## config.mk

```make
export PLATFORM = sky130hd
export DESIGN_NAME = teclado_entrada
export DESIGN_NICKNAME = d
export VERILOG_FILES = /design/src/rtl/atm_pkg.sv /design/src/rtl/sincronizador_filas.sv /design/src/rtl/teclado_entrada.sv
export SDC_FILE = /design/constraint.sdc
export NUM_CORES = 1
export LEC_CHECK = 0
export CELL_PAD_IN_SITES_DETAIL_PLACEMENT = 1
export CELL_PAD_IN_SITES_GLOBAL_PLACEMENT = 2
export CORE_MARGIN = 3
export CORE_UTILIZATION = 36
export CTS_BUF_LIST = sky130_fd_sc_hd__clkbuf_2 sky130_fd_sc_hd__clkbuf_4 sky130_fd_sc_hd__clkbuf_8
export CTS_CLUSTER_SIZE = 30
export DETAILED_ROUTE_END_ITERATION = 8
export PLACE_DENSITY = 0.84
export SKIP_LAST_GASP = 1
export SLEW_MARGIN = 20
export SYNTH_ARGS = -nofsm -noshare
export SYNTH_HDL_FRONTEND = slang
export SYNTH_SLANG_ARGS = --single-unit
```

## constraint.sdc

```tcl
create_clock -name i_clk -period 4.67 [get_ports i_clk]
set_clock_uncertainty 0.1 [all_clocks]
set_input_delay 0.7005 -clock i_clk [delete_from_list [all_inputs] [get_ports i_clk]]
set_output_delay 0.7005 -clock i_clk [all_outputs]
set_load 0.01 [all_outputs]
```

## src/rtl/atm_pkg.sv

```systemverilog
// ---------------------------------------------------------------------------
// atm_pkg
// Shared types and constants for the ATM keypad front-end.
//   estado_e    : keypad scanner FSM states
//   KEY_*       : non-digit key codes (digits are coded 0-9)
//   KEYMAP      : 4x4 keypad map, indexed by {row, col}
//   MONTO_W     : width of the committed amount
//   una_fila    : true when exactly one row line is low
//   indice_fila : index of the low row line
// ---------------------------------------------------------------------------
package atm_pkg;

    typedef enum logic [1:0] {
        StScan,
        StDebounce,
        StEmit,
        StWaitRelease
    } estado_e;

    localparam int unsigned MONTO_W = 32;

    localparam logic [3:0] KEY_A    = 4'hA;
    localparam logic [3:0] KEY_B    = 4'hB;
    localparam logic [3:0] KEY_C    = 4'hC;
    localparam logic [3:0] KEY_D    = 4'hD;
    localparam logic [3:0] KEY_STAR = 4'hE;
    localparam logic [3:0] KEY_HASH = 4'hF;

    // Element {row, col}; element 0 (row 0, col 0) is the rightmost entry.
    localparam logic [15:0][3:0] KEYMAP = {
        KEY_D, KEY_HASH, 4'h0, KEY_STAR,
        KEY_C, 4'h9,     4'h8, 4'h7,
        KEY_B, 4'h6,     4'h5, 4'h4,
        KEY_A, 4'h3,     4'h2, 4'h1
    };

    // Rows are active-low: a single key shows up as exactly one zero bit.
    function automatic logic una_fila(input logic [3:0] filas);
        return $onehot(~filas);
    endfunction

    function automatic logic [1:0] indice_fila(input logic [3:0] filas);
        logic [1:0] idx;
        idx = 2'd0;
        for (int i = 3; i >= 0; i--) begin
            if (!filas[i]) begin
                idx = 2'(i);
            end
        end
        return idx;
    endfunction

endpackage

```

## src/rtl/sincronizador_filas.sv

```systemverilog
// ---------------------------------------------------------------------------
// sincronizador_filas
// Two-flop synchroniser for the asynchronous keypad row lines.
//   i_clk     : system clock
//   i_reset_n : synchronous active-low reset, flops reset to 4'hF (no key)
//   i_filas   : raw active-low row lines
//   o_filas   : synchronised row lines
// ---------------------------------------------------------------------------
module sincronizador_filas (
    input  logic       i_clk,
    input  logic       i_reset_n,
    input  logic [3:0] i_filas,
    output logic [3:0] o_filas
);

    logic [3:0] r_meta;
    logic [3:0] r_sync;

    always_ff @(posedge i_clk) begin
        if (!i_reset_n) begin
            r_meta <= 4'hF;
            r_sync <= 4'hF;
        end else begin
            r_meta <= i_filas;
            r_sync <= r_meta;
        end
    end

    assign o_filas = r_sync;

endmodule

```

## src/rtl/teclado_entrada.sv

```systemverilog
// ---------------------------------------------------------------------------
// teclado_entrada
// Keypad front-end of the ATM controller: scans a 4x4 matrix keypad,
// debounces presses and releases, and turns each press into either a PIN
// digit strobe or an amount-entry action.
//   i_clk        : system clock, rising edge
//   i_reset_n    : synchronous active-low reset
//   i_filas      : keypad rows, asynchronous, active-low
//   o_columnas   : keypad column drive, active-low, exactly one column low
//   i_modo_monto : 0 = PIN digit mode, 1 = amount mode
//   o_digito     : last digit (0-9), held
//   o_digito_stb : one-cycle pulse, o_digito valid
//   o_monto      : last committed amount, binary, held
//   o_monto_stb  : one-cycle pulse, o_monto valid
// ---------------------------------------------------------------------------
module teclado_entrada
    import atm_pkg::*;
#(
    parameter int unsigned SCAN_CYCLES     = 4,
    parameter int unsigned DEBOUNCE_CYCLES = 1000,
    parameter int unsigned MAX_DIGITS      = 9
) (
    input  logic               i_clk,
    input  logic               i_reset_n,
    input  logic [3:0]         i_filas,
    output logic [3:0]         o_columnas,
    input  logic               i_modo_monto,
    output logic [3:0]         o_digito,
    output logic               o_digito_stb,
    output logic [MONTO_W-1:0] o_monto,
    output logic               o_monto_stb
);

    localparam int unsigned CNT_MAX = (DEBOUNCE_CYCLES > SCAN_CYCLES) ? DEBOUNCE_CYCLES
                                                                     : SCAN_CYCLES;
    localparam int unsigned CNT_W   = $clog2(CNT_MAX + 1);
    localparam int unsigned NDIG_W  = $clog2(MAX_DIGITS + 1);

    localparam logic [CNT_W-1:0]  SCAN_LAST = CNT_W'(SCAN_CYCLES - 1);
    localparam logic [CNT_W-1:0]  DEB_LAST  = CNT_W'(DEBOUNCE_CYCLES - 1);
    localparam logic [CNT_W-1:0]  CNT_UNO   = CNT_W'(1);
    localparam logic [NDIG_W-1:0] NDIG_MAX  = NDIG_W'(MAX_DIGITS);
    localparam logic [NDIG_W-1:0] NDIG_UNO  = NDIG_W'(1);

    // State
    estado_e             r_state;
    logic [1:0]          r_idx;
    logic [CNT_W-1:0]    r_cnt;
    logic [1:0]          r_col;
    logic [3:0]          r_rows;
    logic [3:0]          r_digito;
    logic                r_digito_stb;
    logic [MONTO_W-1:0]  r_monto;
    logic                r_monto_stb;
    logic [MONTO_W-1:0]  r_acc;
    logic [NDIG_W-1:0]   r_ndig;
    logic                r_modo_q;
    logic                r_modo_prev;

    // Next state
    estado_e             w_state_d;
    logic [1:0]          w_idx_d;
    logic [CNT_W-1:0]    w_cnt_d;
    logic [1:0]          w_col_d;
    logic [3:0]          w_rows_d;
    logic [3:0]          w_digito_d;
    logic                w_digito_stb_d;
    logic [MONTO_W-1:0]  w_monto_d;
    logic                w_monto_stb_d;
    logic [MONTO_W-1:0]  w_acc_d;
    logic [NDIG_W-1:0]   w_ndig_d;

    logic [3:0]          w_f;
    logic [3:0]          w_key;
    logic                w_modo_flanco;

    sincronizador_filas u_sincronizador_filas (
        .i_clk     (i_clk),
        .i_reset_n (i_reset_n),
        .i_filas   (i_filas),
        .o_filas   (w_f)
    );

    assign w_key         = KEYMAP[{indice_fila(r_rows), r_col}];
    assign w_modo_flanco = r_modo_q ^ r_modo_prev;

    always_comb begin
        w_state_d      = r_state;
        w_idx_d        = r_idx;
        w_cnt_d        = r_cnt;
        w_col_d        = r_col;
        w_rows_d       = r_rows;
        w_digito_d     = r_digito;
        w_digito_stb_d = 1'b0;
        w_monto_d      = r_monto;
        w_monto_stb_d  = 1'b0;
        w_acc_d        = r_acc;
        w_ndig_d       = r_ndig;

        unique case (r_state)
            StScan: begin
                // Rows are only inspected on the last cycle of a column, by
                // which time the synchroniser reflects this column's drive.
                if (r_cnt == SCAN_LAST) begin
                    w_cnt_d = '0;
                    if (w_f != 4'hF) begin
                        w_col_d   = r_idx;
                        w_rows_d  = w_f;
                        w_state_d = StDebounce;
                    end else begin
                        w_idx_d = r_idx + 2'd1;
                    end
                end else begin
                    w_cnt_d = r_cnt + CNT_UNO;
                end
            end

            StDebounce: begin
                if (w_f != r_rows) begin
                    w_state_d = StScan;
                    w_idx_d   = r_idx + 2'd1;
                    w_cnt_d   = '0;
                end else if (r_cnt == DEB_LAST) begin
                    w_cnt_d   = '0;
                    // Multi-key presses are swallowed but still need a release.
                    w_state_d = una_fila(r_rows) ? StEmit : StWaitRelease;
                end else begin
                    w_cnt_d = r_cnt + CNT_UNO;
                end
            end

            StEmit: begin
                w_state_d = StWaitRelease;
                w_cnt_d   = '0;
                // A mode change in the same cycle drops the key.
                if (!w_modo_flanco) begin
                    if (!r_modo_q) begin
                        if (w_key <= 4'd9) begin
                            w_digito_d     = w_key;
                            w_digito_stb_d = 1'b1;
                        end
                    end else if (w_key <= 4'd9) begin
                        if (r_ndig < NDIG_MAX) begin
                            w_acc_d  = (r_acc * MONTO_W'(10)) + MONTO_W'(w_key);
                            w_ndig_d = r_ndig + NDIG_UNO;
                        end
                    end else if (w_key == KEY_STAR) begin
                        w_acc_d  = '0;
                        w_ndig_d = '0;
                    end else if (w_key == KEY_HASH && r_ndig != '0) begin
                        w_monto_d     = r_acc;
                        w_monto_stb_d = 1'b1;
                        w_acc_d       = '0;
                        w_ndig_d      = '0;
                    end
                end
            end

            StWaitRelease: begin
                if (w_f != 4'hF) begin
                    w_cnt_d = '0;
                end else if (r_cnt == DEB_LAST) begin
                    w_state_d = StScan;
                    w_idx_d   = r_idx + 2'd1;
                    w_cnt_d   = '0;
                end else begin
                    w_cnt_d = r_cnt + CNT_UNO;
                end
            end

            default: begin
                w_state_d = StScan;
                w_cnt_d   = '0;
            end
        endcase

        if (w_modo_flanco) begin
            w_acc_d  = '0;
            w_ndig_d = '0;
        end
    end

    always_ff @(posedge i_clk) begin
        if (!i_reset_n) begin
            r_state      <= StScan;
            r_idx        <= 2'd0;
            r_cnt        <= '0;
            r_col        <= 2'd0;
            r_rows       <= 4'hF;
            r_digito     <= 4'd0;
            r_digito_stb <= 1'b0;
            r_monto      <= '0;
            r_monto_stb  <= 1'b0;
            r_acc        <= '0;
            r_ndig       <= '0;
            r_modo_q     <= 1'b0;
            r_modo_prev  <= 1'b0;
        end else begin
            r_state      <= w_state_d;
            r_idx        <= w_idx_d;
            r_cnt        <= w_cnt_d;
            r_col        <= w_col_d;
            r_rows       <= w_rows_d;
            r_digito     <= w_digito_d;
            r_digito_stb <= w_digito_stb_d;
            r_monto      <= w_monto_d;
            r_monto_stb  <= w_monto_stb_d;
            r_acc        <= w_acc_d;
            r_ndig       <= w_ndig_d;
            r_modo_q     <= i_modo_monto;
            r_modo_prev  <= r_modo_q;
        end
    end

    // The column index is frozen outside scanning, so the pressed column
    // stays driven through debounce and release.
    assign o_columnas   = ~(4'b0001 << r_idx);
    assign o_digito     = r_digito;
    assign o_digito_stb = r_digito_stb;
    assign o_monto      = r_monto;
    assign o_monto_stb  = r_monto_stb;

endmodule
```

run_1/layers.png
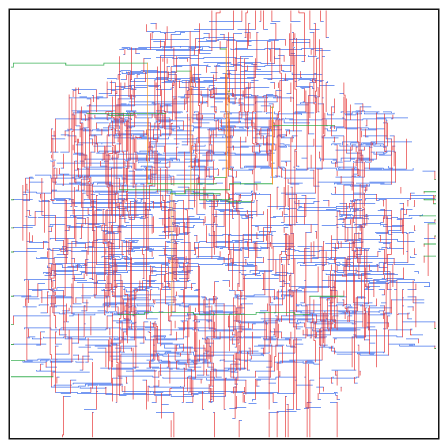
[M4] orange | wire length: 218 um
[M3] green | wire length: 350 um
[M2] red | wire length: 8240 um
[M1] blue | wire length: 8580 um

run_1/m3.png
The bar under the picture is 50 um long.
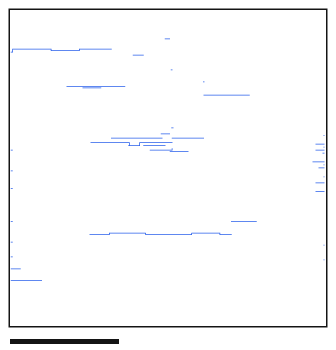
nets with wire on the layer: 30
share of all routed wire: 2.0%
main direction: horizontal
wire length on this layer: 350 um

==> notes.md, run 1 <==
Implementation run completed; key figures follow.

Run status:
- The flow ran to the end, and the final reports show no timing, DRC or antenna violations.

Clock tree:
- The run puts the count of cells resized by post-cts repair at 0.
- The run gives the clock-pin slew of the registers on the worst-case setup and hold paths as about 0.11 ns.
- The run puts the number of setup buffers added after CTS at 0.
- The run gives the clock buffer count from CTS as 9.

GRT:
- The run gives the via count of the first global-routing pass as 5818.
- The run gives the all-layer global routing usage as 17.1%.

Power and ir drop:
- The biggest slice of the total power is consumed by registers.
- The power report attributes to the clock group a share of 38.5%.
- Power attributed to combinational cells is 0.0799 mW.
- The run gives the net switching share of the total power as 24.9%.

Critical path:
- The run gives the arrival time reported for the critical path endpoint as 4.28 ns.
- The run gives the reg-to-reg startpoint as r_acc[1]$_SDFFE_PP0P_.
- The run puts the delay of the slowest cell on the worst path at 0.49 ns.
- The timing report shows that the slowest cell on the worst path is sky130_fd_sc_hd__nor2_1.

Drt:
- The run gives the number of DRC markers after the initial detailed-route iteration as 217.
- The run gives the iteration tally of the first detailed-router pass as 4.
- The run puts the total via count in the routed design at 5649.
- The run gives the per-cell routed wire length as 16.0 um.

Synthesis:
- The run puts the share of synthesized registers carrying an async set or reset at 0%.
- The run puts the count of cell types in the netlist at 73.

Floorplanning:
- The run puts the die area at ~21000 um^2.
- The run puts the die span in y at 145 um.

Final layout:
- The run puts the signed area change from the synthesized netlist to the final layout at 12.6%.

Timing:
- The run puts the minimum clock period at 4.09 ns.
- The run gives the final critical-path setup slack as a little under 0.6 ns.
- The worst-case max-slew headroom was logged as 32.9%.
run_1/closeup.png
Window x 52 to 92, y 23 to 63 um. Cells in gray, sequential cells in the stronger gray; small squares are vias.
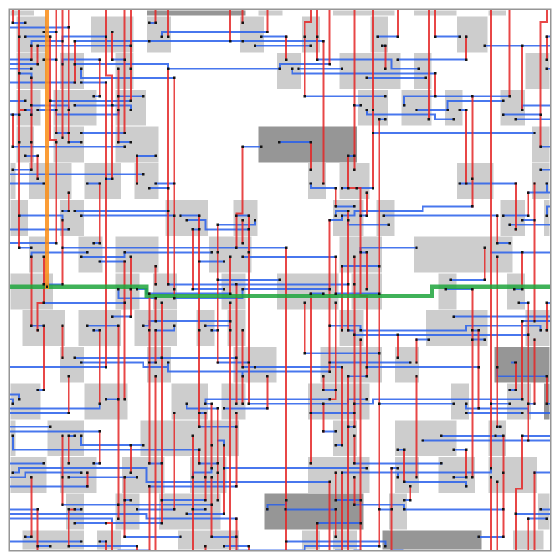
[M1] blue
[M3] green
[M4] orange
[M2] red
cells with their middle in the window: 97
sequential cells in the window: 4
netlist names of flops here include: r_acc (4)
most frequent: nand3_1 (14), ha_1 (11), nand2_1 (10)

run_1/clock_wires.png
The bar under the picture is 50 um long.
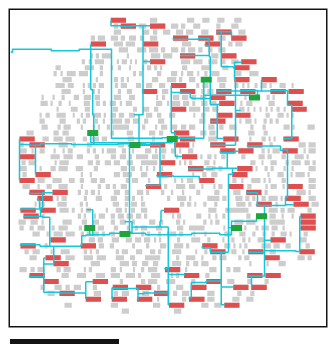
[flip-flops] red | count: 104
[clock-net drivers] green | count: 9
[clock wires] cyan | length: 1580 um
flops lie: widely spread

## run 1: metrics by stage
step	hold slack (ns)	utilization [%]
after floorplan	0.286	-
final	0.312	41.5
after global placement	0.293	40.4
after CTS	0.319	41.5
after global routing	0.351	41.5
after detailed placement	0.296	40.4
## run 1: routing by layer
layer	vias up	track usage, %	routed length [um]
met4	0	3.34	218
met2	48	28.9	8240
met5	-	0	0
li1	2855	-	-
met1	2733	22.8	8580
met3	13	3.29	350
## run 1: cell families after synthesis
logic type | count (synthesis) | synth area share (%)
and+or+nand+nor | 291 | 22.1
AOI/OAI and AO/OA | 152 | 15.2
buffers and inverters | 64 | 3.95
xor gates and xnor gates | 68 | 8.59
DFF | 104 | 30.0
muxes | 42 | 6.06
adders and majority gates | 76 | 14.0
## run 1: layout by cell type (no fill, tap or decap), types with 16 or more instances in the layout
master                            netlist  routed
sky130_fd_sc_hd__xor2_1                33      33
sky130_fd_sc_hd__and2_1                16      16
sky130_fd_sc_hd__nor2b_1               41      41
sky130_fd_sc_hd__nor2_1                60      60
sky130_fd_sc_hd__dfxtp_1              104     104
sky130_fd_sc_hd__a21oi_1               42      42
sky130_fd_sc_hd__nand3_1               40      40
sky130_fd_sc_hd__mux2i_1               42      42
sky130_fd_sc_hd__nand2_1               70      70
sky130_fd_sc_hd__clkdlybuf4s50_1        0      47
sky130_fd_sc_hd__inv_1                 26      26
sky130_fd_sc_hd__ha_1                  73      73
sky130_fd_sc_hd__xnor2_1               35      35
sky130_fd_sc_hd__o21ai_0               17      17
## run 1: final cells by class
cell class | count | share of cell area (%)
inverters | 26 | 1.25
clock buffers | 12 | 1.88
flip-flops and latches | 104 | 26.7
clock inverters | 4 | 0.753
multi-input cells | 629 | 58.7
well taps | 260 | 4.17
repair buffers | 53 | 6.57
==> run 2, diff against run 1 <==
--- a/config.mk
+++ b/config.mk
@@ -12,7 +12,8 @@
 export CTS_BUF_LIST = sky130_fd_sc_hd__clkbuf_2 sky130_fd_sc_hd__clkbuf_4 sky130_fd_sc_hd__clkbuf_8
 export CTS_CLUSTER_SIZE = 30
 export DETAILED_ROUTE_END_ITERATION = 8
-export PLACE_DENSITY = 0.84
+export GPL_TIMING_DRIVEN = 0
+export PLACE_DENSITY_LB_ADDON = 0.1
 export SKIP_LAST_GASP = 1
 export SLEW_MARGIN = 20
 export SYNTH_ARGS = -nofsm -noshare
run_2/clock_wires.png
The bar under the picture is 50 um long.
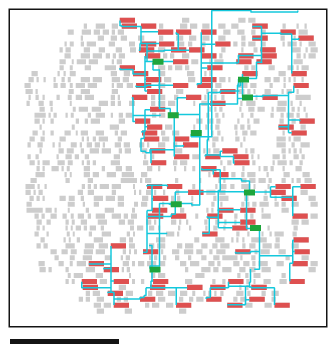
[clock wires] cyan | length: 1370 um
[flip-flops] red | count: 104
[clock-net drivers] green | count: 9
routed clock nets: 10

==> run 2 against run 1 <==
Synthesized cell count is the same. Critical path depth grew 4. Die area is the same. Area after synthesis is the same. Non-clock buffer count grew 33. Via count grew 4.1%. Final area grew 1.6%. First-iteration DRC count grew 6.5%. Global-route usage grew 1.2 points. Sequential share of layout area shrank 0.41 points. Hold slack gained 0.010 ns. Clock-buffer cell count shrank 2.
==> notes.md, run 2 <==
Implementation run completed; key figures follow.

Final layout:
- The library cells used most frequently in the layout, excluding fill and tap cells, are 104 x sky130_fd_sc_hd__dfxtp_1, 73 x sky130_fd_sc_hd__ha_1, 70 x sky130_fd_sc_hd__nand2_1.
- After routing the design area is 7930 um^2.
- The sequential cells in the finished layout cover a total of 2080 um^2.
- The run gives the final antenna diode count as 0.
- The run gives the most frequent logic cell in the layout as sky130_fd_sc_hd__dfxtp_1.
- The run gives the signed area change from the synthesized netlist to the final layout as 14.4%.
- The run puts the post-layout utilization of the core at 42.1%.

GRT:
- The via count of the first global-routing pass is about 6k.
- Summed over all routing layers, the global router reports a total usage of 18.3%.
- The run gives the largest net degree at the start of global routing as 19.
- The number of antenna violations at the first check in global routing came to 0.

Clock tree:
- The run gives the count of cells resized by post-cts repair as 0.
- As reported, the later end of the worst-skew pair has a clock insertion delay of 0.38 ns.
- The run gives the number of setup buffers added after CTS as 0.
- Per the TritonCTS log, the buffer count is 9.
- The run puts the H-tree depth reported by CTS at 3.
- The run puts the number of clock sinks at 104.
- The run gives the clock-pin slew of the registers on the worst-case setup and hold paths as approximately 0.10 ns.

Place:
- OpenSTA, run right after detailed placement, puts the worst setup slack at 0.317 ns.
- The run gives the placed cell area as slightly below 8000 um^2.

Synthesis:
- The run gives the most used flip-flop cell as sky130_fd_sc_hd__dfxtp_1.
- The run gives the count of cell types in the netlist as 73.
- The run gives the total of warnings raised by yosys as 0.
- The run puts the synthesized area per cell at approximately 8.7 um^2.
- For this run, the register share of the synthesized area comes to roughly 30%.
- The run puts the share of synthesized registers carrying an async set or reset at 0%.

Worst hold path:
- For the worst min-delay path, the startpoint reported by OpenROAD is u_sincronizador_filas.r_meta[0]$_SDFF_PN1_.

Floorplanning:
- The run gives the die span in y as approximately 140 um.
- The die covers between 20000 and 25000 um^2.

Timing:
- In this run the tightest slew margin relative to its limit is 36.2%.
- The run gives the transition time at the pin with the least slew margin as 0.949 ns.
- Across all hold checks on the routed design, the worst slack comes to 0.322 ns.
- The run gives the final critical-path setup slack as roughly 0.27 ns.
- The run gives the minimum clock period as 4.40 ns.
- The run puts the number of max-slew violations in the final report at 0.

Run status:
- The flow ran to the end, and the final reports show no timing, DRC or antenna violations.

Drt:
- TritonRoute output was used to compute an average wire per cell of approximately 17 um.
- The run puts the overall routed net length at 18800 um.
- The run puts the number of DRC markers after the initial detailed-route iteration at 231.
- The run gives the iteration tally of the first detailed-router pass as 4.
- The run gives the total via count in the routed design as roughly 5.9k.

Critical path:
- The run gives the reg-to-reg startpoint as r_rows[3]$_SDFFE_PN1P_.
- The run puts the largest fanout of any net on the critical path at 7.
- The worst-case reg-to-reg setup slack stands at ~0.27 ns.
- The run gives the delay of the slowest cell on the worst path as 0.56 ns.
- The setup path with the least slack is of type reg2reg.
- The worst setup path is launched from a register.
- The largest individual stage delay along the critical path comes from the cell sky130_fd_sc_hd__nor3_1.
- The run gives the arrival time reported for the critical path endpoint as 4.58 ns.
- The run gives the cell seen most often among critical-path stages as sky130_fd_sc_hd__inv_1.
run_2/closeup.png
Window x 52 to 92, y 23 to 63 um. Cells in gray, sequential cells in the stronger gray; small squares are vias.
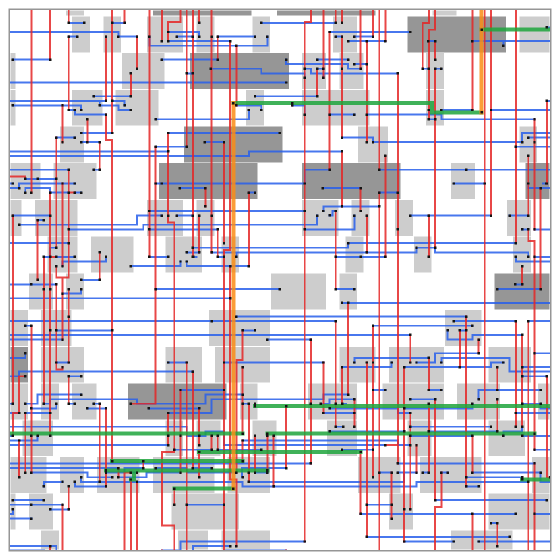
[M3] green
[M1] blue
[M4] orange
[M2] red
cells with their middle in the window: 84
sequential cells in the window: 7
netlist names of flops here include: r_acc (6), r_ndig (1)
most frequent: nand2_1 (8), nor2_1 (8)

-- run 2: final cells by class --
| cell class | count | share of cell area, % |
|---|---|---|
| Buffer | 38 | 2.23 |
| Clock buffer | 10 | 1.74 |
| Clock inverter | 6 | 0.663 |
| Inverter | 26 | 1.23 |
| Multi-Input combinational cell | 629 | 57.7 |
| Sequential cell | 104 | 26.3 |
| Tap cell | 260 | 4.10 |
| Timing Repair Buffer | 48 | 6.06 |
-- run 2: worst paths after layout --
| path | endpoint | depth (start not counted) |
|---|---|---|
| setup reg to reg | r_acc[25]$_SDFFE_PP0P_ | 17 |
| hold / removal | u_sincronizador_filas.o_filas[0]$_SDFF_PN1_ | 1 |
| hold reg to reg | u_sincronizador_filas.o_filas[0]$_SDFF_PN1_ | 1 |
| setup / recovery | r_acc[25]$_SDFFE_PP0P_ | 17 |
-- run 2: layer usage --
metal | up-vias | GRT usage, % | routed length [um]
met5 | - | 0 | 0
met4 | 0 | 4.66 | 252
met3 | 21 | 2.00 | 344
met2 | 63 | 32.1 | 9350
met1 | 2864 | 24.0 | 8850
li1 | 2933 | - | -
-- run 2: report_power, final --
| part | internal (mW) | switching [mW] |
|---|---|---|
| logic | 0.0357 | 0.0523 |
| clock network | 0.215 | 0.333 |
| registers | 0.896 | 0.00726 |
| total | 1.15 | 0.392 |
-- run 2: cell families after synthesis --
family / after synthesis / share of synthesized area (%)
AND-OR/OR-AND: 152 / 15.2
AND/OR/NAND/NOR: 291 / 22.1
flip-flops: 104 / 30.0
buffers and inverters: 64 / 3.95
multiplexers: 42 / 6.06
XOR/XNOR: 68 / 8.59
adder cells (fa/ha/maj): 76 / 14.0
==> run 3, diff against run 2 <==
--- a/config.mk
+++ b/config.mk
@@ -10,7 +10,6 @@
 export CORE_MARGIN = 3
 export CORE_UTILIZATION = 36
 export CTS_BUF_LIST = sky130_fd_sc_hd__clkbuf_2 sky130_fd_sc_hd__clkbuf_4 sky130_fd_sc_hd__clkbuf_8
-export CTS_CLUSTER_SIZE = 30
 export DETAILED_ROUTE_END_ITERATION = 8
 export GPL_TIMING_DRIVEN = 0
 export PLACE_DENSITY_LB_ADDON = 0.1
==> constraint.sdc (replaced) <==
create_clock -name i_clk -period 4.59 [get_ports i_clk]
set_clock_uncertainty 0.1 [all_clocks]
set_input_delay 0.6885 -clock i_clk [delete_from_list [all_inputs] [get_ports i_clk]]
set_output_delay 0.6885 -clock i_clk [all_outputs]
set_load 0.01 [all_outputs]
run_3/layers.png
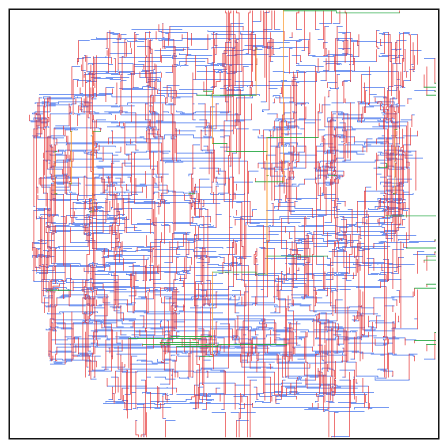
[M1] blue | wire length: 8810 um
[M2] red | wire length: 9350 um
[M4] orange | wire length: 247 um
[M3] green | wire length: 350 um

==> run 3 against run 2 <==
Worst setup slack better by 0.14 ns. Maximum frequency is 5.1% higher. Hold slack better by 0.0031 ns. Critical path depth is 3 lower. Combinational power is 2% higher. Global-route usage stayed put. Final cell count stayed put. Register-to-register slack better by 0.14 ns. Die area stayed put. Via count is 0.15% higher. Sequential cell count stayed put. Largest cell class unchanged. Largest power group unchanged.
==> notes.md, run 3 <==
Implementation run completed; key figures follow.

Run status:
- The run finished with clean final reports.

GRT:
- The run puts the number of antenna violations at the first check in global routing at 0.
- In the global route stage, overall resource usage came out at 18.3%.
- Entering global routing, the biggest net connects 19 pins.

Place:
- Per the post-place timing report, worst setup slack is about 0.24 ns.
- The run gives the placed cell area as 7740 um^2.

Critical path:
- Looking at the critical path, the highest net fanout was 10.
- The run puts the delay of the slowest cell on the worst path at 0.44 ns.
- The run gives the depth of the critical timing path with buffers and inverters included as 14.
- The arrival time of data at the worst endpoint is listed as 4.36 ns.

Worst hold path:
- The number of cells on the worst hold path is listed as 1.
- The run gives the origin of the worst min-delay path as u_sincronizador_filas.r_meta[0]$_SDFF_PN1_.

Final layout:
- For this run, the script counts the antenna cells in the layout as 0.
- The run puts the finished layout cell area at 7930 um^2.

Timing:
- Final hold analysis gives a worst-case slack of roughly 0.33 ns.
- The worst-case max-slew headroom was logged as 35.8%.

Clock tree:
- The run gives the clock-pin slew of the registers on the worst-case setup and hold paths as 0.11 ns.
- The clock reaches the later pin of the worst-skew pair after about 0.38 ns.
- Clock tree synthesis inserted a total of 9 buffers.
- Per the CTS log, the maximum H-tree level is 3.

Floorplanning:
- The run gives the die span in y as 145 um.
- The run puts the die area at 21000 um^2.

Synthesis:
- In the Yosys report, the sequential cells make up 30.0% of the chip area.
- The run puts the synthesized area per cell at around 8.7 um^2.
- The run gives the most used flip-flop cell as sky130_fd_sc_hd__dfxtp_1.

Drt:
- The run gives the total via count in the routed design as ~6k.
- The run gives the number of DRC markers after the initial detailed-route iteration as 249.
- The run gives the overall routed net length as 18800 um.
- The run puts the iteration tally of the first detailed-router pass at 4.
run_3/closeup.png
Window x 52 to 92, y 23 to 63 um. Cells in gray, sequential cells in the stronger gray; small squares are vias.
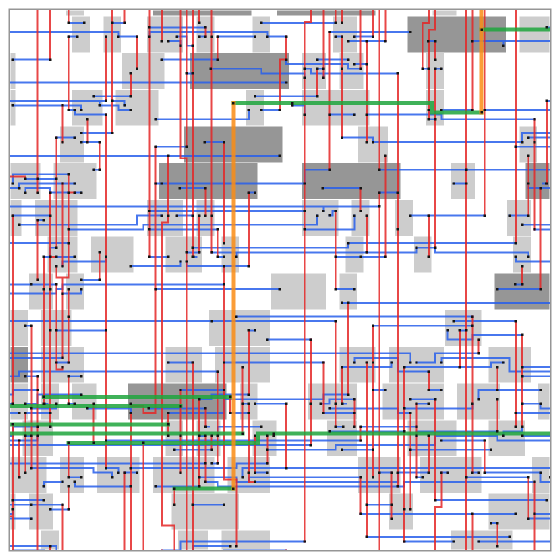
[M4] orange
[M2] red
[M3] green
[M1] blue
sequential cells in the window: 7
netlist names of flops here include: r_acc (6), r_ndig (1)
most frequent: nand2_1 (8), nor2_1 (8)
cells with their middle in the window: 84

-- run 3: layout make-up --
type	count	area, um^2	area share [%]
Multi-Input combinational cell	629	4580	57.8
Sequential cell	104	2080	26.2
Timing Repair Buffer	48	480	6.06
Tap cell	260	325	4.10
Buffer	38	176	2.22
Clock buffer	10	138	1.73
Inverter	26	97.6	1.23
Clock inverter	6	52.6	0.662
-- run 3: cell families (layout without fill, tap and decap cells) --
family / count (synthesis) / count (layout) / share of synthesized area (%)
AOI/OAI and AO/OA: 152 / 152 / 15.2
adders and majority gates: 76 / 76 / 14.0
muxes: 42 / 42 / 6.06
and+or+nand+nor: 291 / 291 / 22.1
xor gates and xnor gates: 68 / 68 / 8.59
buffers and inverters: 64 / 128 / 3.95
DFF: 104 / 104 / 30.0
-- run 3: layer usage --
| layer | up-vias | track usage (%) | wire length, um |
|---|---|---|---|
| li1 | 2934 | - | - |
| met1 | 2878 | 24.0 | 8810 |
| met2 | 57 | 32.1 | 9350 |
| met3 | 21 | 2.00 | 349 |
| met4 | 0 | 4.66 | 246 |
| met5 | - | 0 | 0 |
-- run 3: power by group --
group          total [mW]  leakage, nW  internal (mW)  switching [mW]
Clock               0.557       0.0906          0.219           0.338
Combinational      0.0896         2.30         0.0364          0.0532
Sequential          0.919        0.841          0.912         0.00739
-- run 3: path summary, 6_finish.rpt --
check | to | slack, ns
worst min register to register | u_sincronizador_filas.o_filas[0]$_SDFF_PN1_ | 0.33
worst max register to register | r_acc[25]$_SDFFE_PP0P_ | 0.41
worst max-delay path | r_acc[25]$_SDFFE_PP0P_ | 0.41
worst min-delay path | u_sincronizador_filas.o_filas[0]$_SDFF_PN1_ | 0.33
Power and IR drop assume default switching activity.
